==> images/layer_met1.png <==
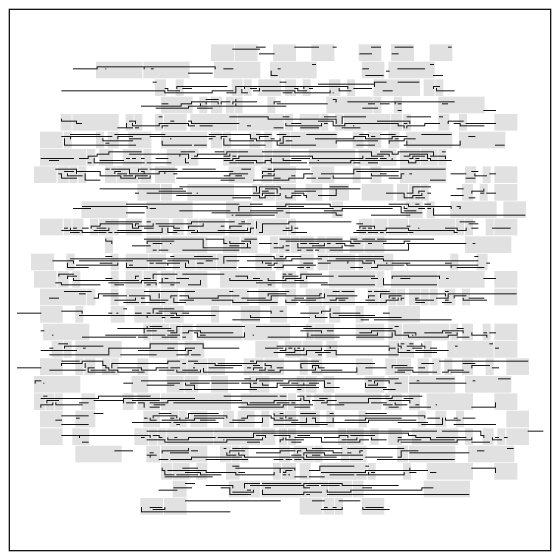
==> images/layer_met2.png <==
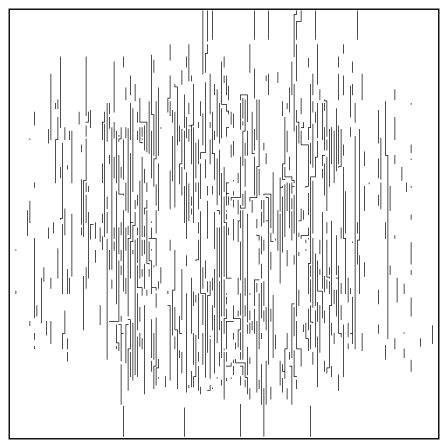
==> images/layer_met4.png <==
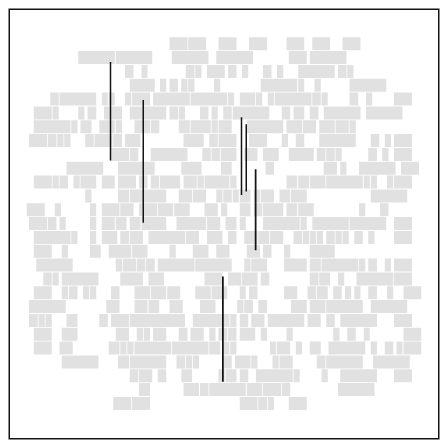
==> images/congestion.png <==
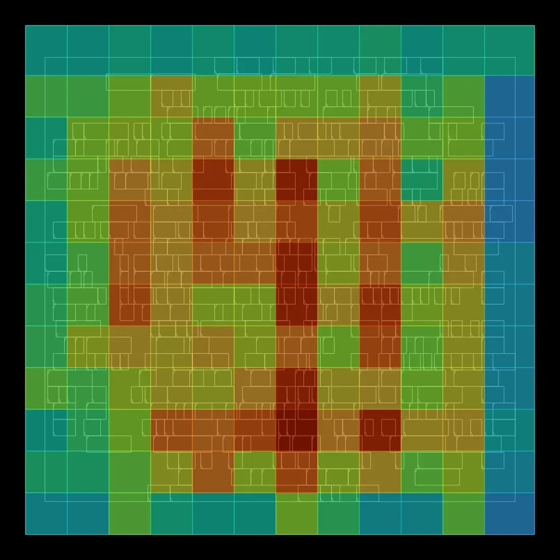
--- src/rtl/timer_pkg.sv ---
// Shared definitions for the timer peripheral: data width and FSM state encoding.
package timer_pkg;

  localparam int unsigned TIMER_W = 16;

  typedef enum logic [1:0] {
    ST_IDLE    = 2'd0,
    ST_ARMED   = 2'd1,
    ST_RUN     = 2'd2,
    ST_EXPIRED = 2'd3
  } timer_state_e;

endpackage

--- src/rtl/timer_prescaler.sv ---
// Divides clk down to a one-cycle tick every PRESCALE enabled cycles.
module timer_prescaler #(
  parameter int unsigned PRESCALE = 1
) (
  input  logic clk,
  input  logic rst,
  input  logic clr,
  input  logic en,
  output logic tick
);

  localparam int unsigned   CW   = (PRESCALE > 1) ? $clog2(PRESCALE) : 1;
  localparam logic [CW-1:0] LAST = CW'(PRESCALE - 1);

  logic [CW-1:0] cnt_q, cnt_d;

  // clr wins over en so that a tick coinciding with a clear is dropped
  always_comb begin
    cnt_d = cnt_q;
    tick  = 1'b0;
    if (clr) begin
      cnt_d = '0;
    end else if (en) begin
      if (cnt_q == LAST) begin
        cnt_d = '0;
        tick  = 1'b1;
      end else begin
        cnt_d = cnt_q + CW'(1);
      end
    end
  end

  always_ff @(posedge clk) begin
    if (rst) cnt_q <= '0;
    else     cnt_q <= cnt_d;
  end

endmodule

--- src/rtl/timer_unit.sv ---
// Prescaled down-counting timer with load, pause, snapshot read and a
// one-cycle terminal-count interrupt pulse.
module timer_unit
  import timer_pkg::*;
#(
  parameter int unsigned WIDTH       = TIMER_W,
  parameter int unsigned PRESCALE    = 1,
  parameter int unsigned AUTO_RELOAD = 1
) (
  input  logic             clk,
  input  logic             rst,
  input  logic             timer_cs,
  input  logic             timer_wr,
  input  logic             timer_start,
  input  logic             timer_rd,
  input  logic [WIDTH-1:0] timer_datain,
  output logic [WIDTH-1:0] timer_value,
  output logic             timer_INT
);

  timer_state_e     state_q, state_d;
  logic [WIDTH-1:0] count_q, count_d;
  logic [WIDTH-1:0] load_q, load_d;
  logic [WIDTH-1:0] value_q, value_d;
  logic             int_q, int_d;
  logic             wr_d1_q, wr_d1_d;
  logic             run_d1_q, run_d1_d;

  logic wr_qual, run_qual, rd_qual;
  logic wr_rise, run_rise;
  logic presc_clr, presc_en, tick;

  assign wr_qual  = timer_cs & timer_wr;
  assign run_qual = timer_cs & timer_start;
  assign rd_qual  = timer_cs & timer_rd;
  assign wr_rise  = wr_qual & ~wr_d1_q;
  assign run_rise = run_qual & ~run_d1_q;

  // Holding the prescaler clear outside RUN makes every entry to RUN start a fresh period
  assign presc_clr = wr_rise | (state_q != ST_RUN);
  assign presc_en  = (state_q == ST_RUN) & run_qual;

  timer_prescaler #(.PRESCALE(PRESCALE)) u_prescaler (
    .clk  (clk),
    .rst  (rst),
    .clr  (presc_clr),
    .en   (presc_en),
    .tick (tick)
  );

  always_comb begin
    state_d  = state_q;
    count_d  = count_q;
    load_d   = load_q;
    value_d  = rd_qual ? count_q : value_q;
    int_d    = 1'b0;
    wr_d1_d  = wr_qual;
    run_d1_d = run_qual;

    if (wr_rise) begin
      load_d  = timer_datain;
      count_d = timer_datain;
    end

    unique case (state_q)
      ST_IDLE: begin
        if (wr_rise) state_d = ST_ARMED;
      end
      ST_ARMED: begin
        if (run_qual) state_d = ST_RUN;
      end
      ST_RUN: begin
        if (!run_qual) begin
          state_d = ST_ARMED;
        end else if (tick) begin
          if (count_q == '0) begin
            int_d = 1'b1;
            if (AUTO_RELOAD != 0) count_d = load_q;
            else                  state_d = ST_EXPIRED;
          end else begin
            count_d = count_q - WIDTH'(1);
          end
        end
      end
      ST_EXPIRED: begin
        if (wr_rise) begin
          state_d = ST_ARMED;
        end else if (run_rise) begin
          count_d = load_q;
          state_d = ST_RUN;
        end
      end
      default: state_d = ST_IDLE;
    endcase
  end

  always_ff @(posedge clk) begin
    if (rst) begin
      state_q  <= ST_IDLE;
      count_q  <= '0;
      load_q   <= '0;
      value_q  <= '0;
      int_q    <= 1'b0;
      wr_d1_q  <= 1'b0;
      run_d1_q <= 1'b0;
    end else begin
      state_q  <= state_d;
      count_q  <= count_d;
      load_q   <= load_d;
      value_q  <= value_d;
      int_q    <= int_d;
      wr_d1_q  <= wr_d1_d;
      run_d1_q <= run_d1_d;
    end
  end

  assign timer_value = value_q;
  assign timer_INT   = int_q;

endmodule
--- config.mk ---
export PLATFORM = sky130hd
export DESIGN_NAME = timer_unit
export DESIGN_NICKNAME = d
export VERILOG_FILES = /design/src/rtl/timer_pkg.sv /design/src/rtl/timer_prescaler.sv /design/src/rtl/timer_unit.sv
export SDC_FILE = /design/constraint.sdc
export NUM_CORES = 1
export LEC_CHECK = 0
export ABC_AREA = 0
export CAP_MARGIN = 20
export CORE_MARGIN = 3
export CORE_UTILIZATION = 46
export CTS_CLUSTER_DIAMETER = 100
export DETAILED_ROUTE_END_ITERATION = 6
export PLACE_DENSITY = 0.69
export SYNTH_ARGS = -nofsm -noshare
export SYNTH_HDL_FRONTEND = slang
export SYNTH_SLANG_ARGS = --single-unit
--- constraint.sdc ---
create_clock -name clk -period 2.95 [get_ports clk]
set_clock_uncertainty 0.15 [all_clocks]
set_input_delay 0.59 -clock clk [delete_from_list [all_inputs] [get_ports clk]]
set_output_delay 0.59 -clock clk [all_outputs]
set_load 0.03 [all_outputs]
==> out/results.ini <==
[final_layout]
lay_top_count = nand2_1
fillCellCount = 548
multiInputGateArea_um2 = 1600
layout_top_cells = nand2_1 (80), dfxtp_1 (53), a21oi_1 (43), clkdlybuf4s50_1 (37), nor2_1 (20)
buffers = 51
inv_count = 4
clock_area_share_pct = 3.09
logic_gate_count = 277
post_route_cells_drive_above_1_share_pct = 7.40
ff_count = 53
dominant_cells = logic gates
area_growth_pct = 19.4
seq_area_share_pct = 31.6
final-instance-count-excl-fill = 464

[yosys]
synth.area.mux_share_pct = 3.25
yosys.area.top_type = dfxtp_1
synthArstFlopShare_pct = 0
synth.most_common_cell = nand2_1

[job]
warning_count = 26

[floorplan]
fp.coreArea_um2 = 5710
taps = 72
die_w_um = 84.2
initCoreUtil_pct = 49.2

[grt]
antenna_found_initial = 0
grt_pass1_wl_mm = 12.5
grt_max_degree = 49

[hold_path]
min_from = timer_value[2]

[cts]
cts_setup_buffers = 0
htree_num_levels = 2
cts_root_buf = clkbuf_8
cts.sinks = 53
cts_hold_buf = 0
cts_tree = built
clock_latency_ps = 310

[run_status]
status = finished clean

[place]
port-buffer-count = 38
place_ws_ps = 236
placed_area_um2 = 3250
hpwlAfterDp_mm = 5.30

[critical_path]
cp_top_family = simple AND/OR/NAND/NOR gates
start_kind = register
path_cells = or4_4 > or4_4 > or3_4 > or3_1 > o311a_1
crit_type = reg2reg
arrival_ps = 2700
reg2reg_depth = 5
r2r-end = count_q[11]

[route]
viasPerCell = 6.00
drt-met1-wl_mm = 3.65
drt_iter0_drc = 321
drtPass1Iterations = 4

[power]
peakVddDrop_v = 0.000270
pwr-share-clk_pct = 29.3
p_total_mw = 1.65
p_seq_share_pct = 48.4
clk-power_mw = 0.482

[timing]
hold_viol = 0
rsz0062_at_grt = false
relSlewSlack_pct = 55.4

About layer_met1.png:
- longest straight run: 45.1 µm
- share of all routed wire: 48%
- wire length on this layer: 3,650 µm
- main direction: horizontal
met1 Use GR: 32.2%
DR vias: 2,783
wirelength, routed: 7.63 mm

About layer_met2.png:
- nets with wire on the layer: 325
- share of all routed wire: 44%
- main direction: vertical
- wire length on this layer: 3,380 µm
- longest straight run: 41.8 µm
GRT met2 Usage: 31.5%

About layer_met4.png:
- nets with wire on the layer: 5
- longest straight run: 23.8 µm
- wire length on this layer: 107 µm

About congestion.png:
gr busiest metal: met1
Tot GR Track Use: 21.7%
M3 GR Usage: 4.91%
DR WL/cell: 16.4 µm
final core occ: 58.8%

Power is estimated from default activity; no workload was simulated.
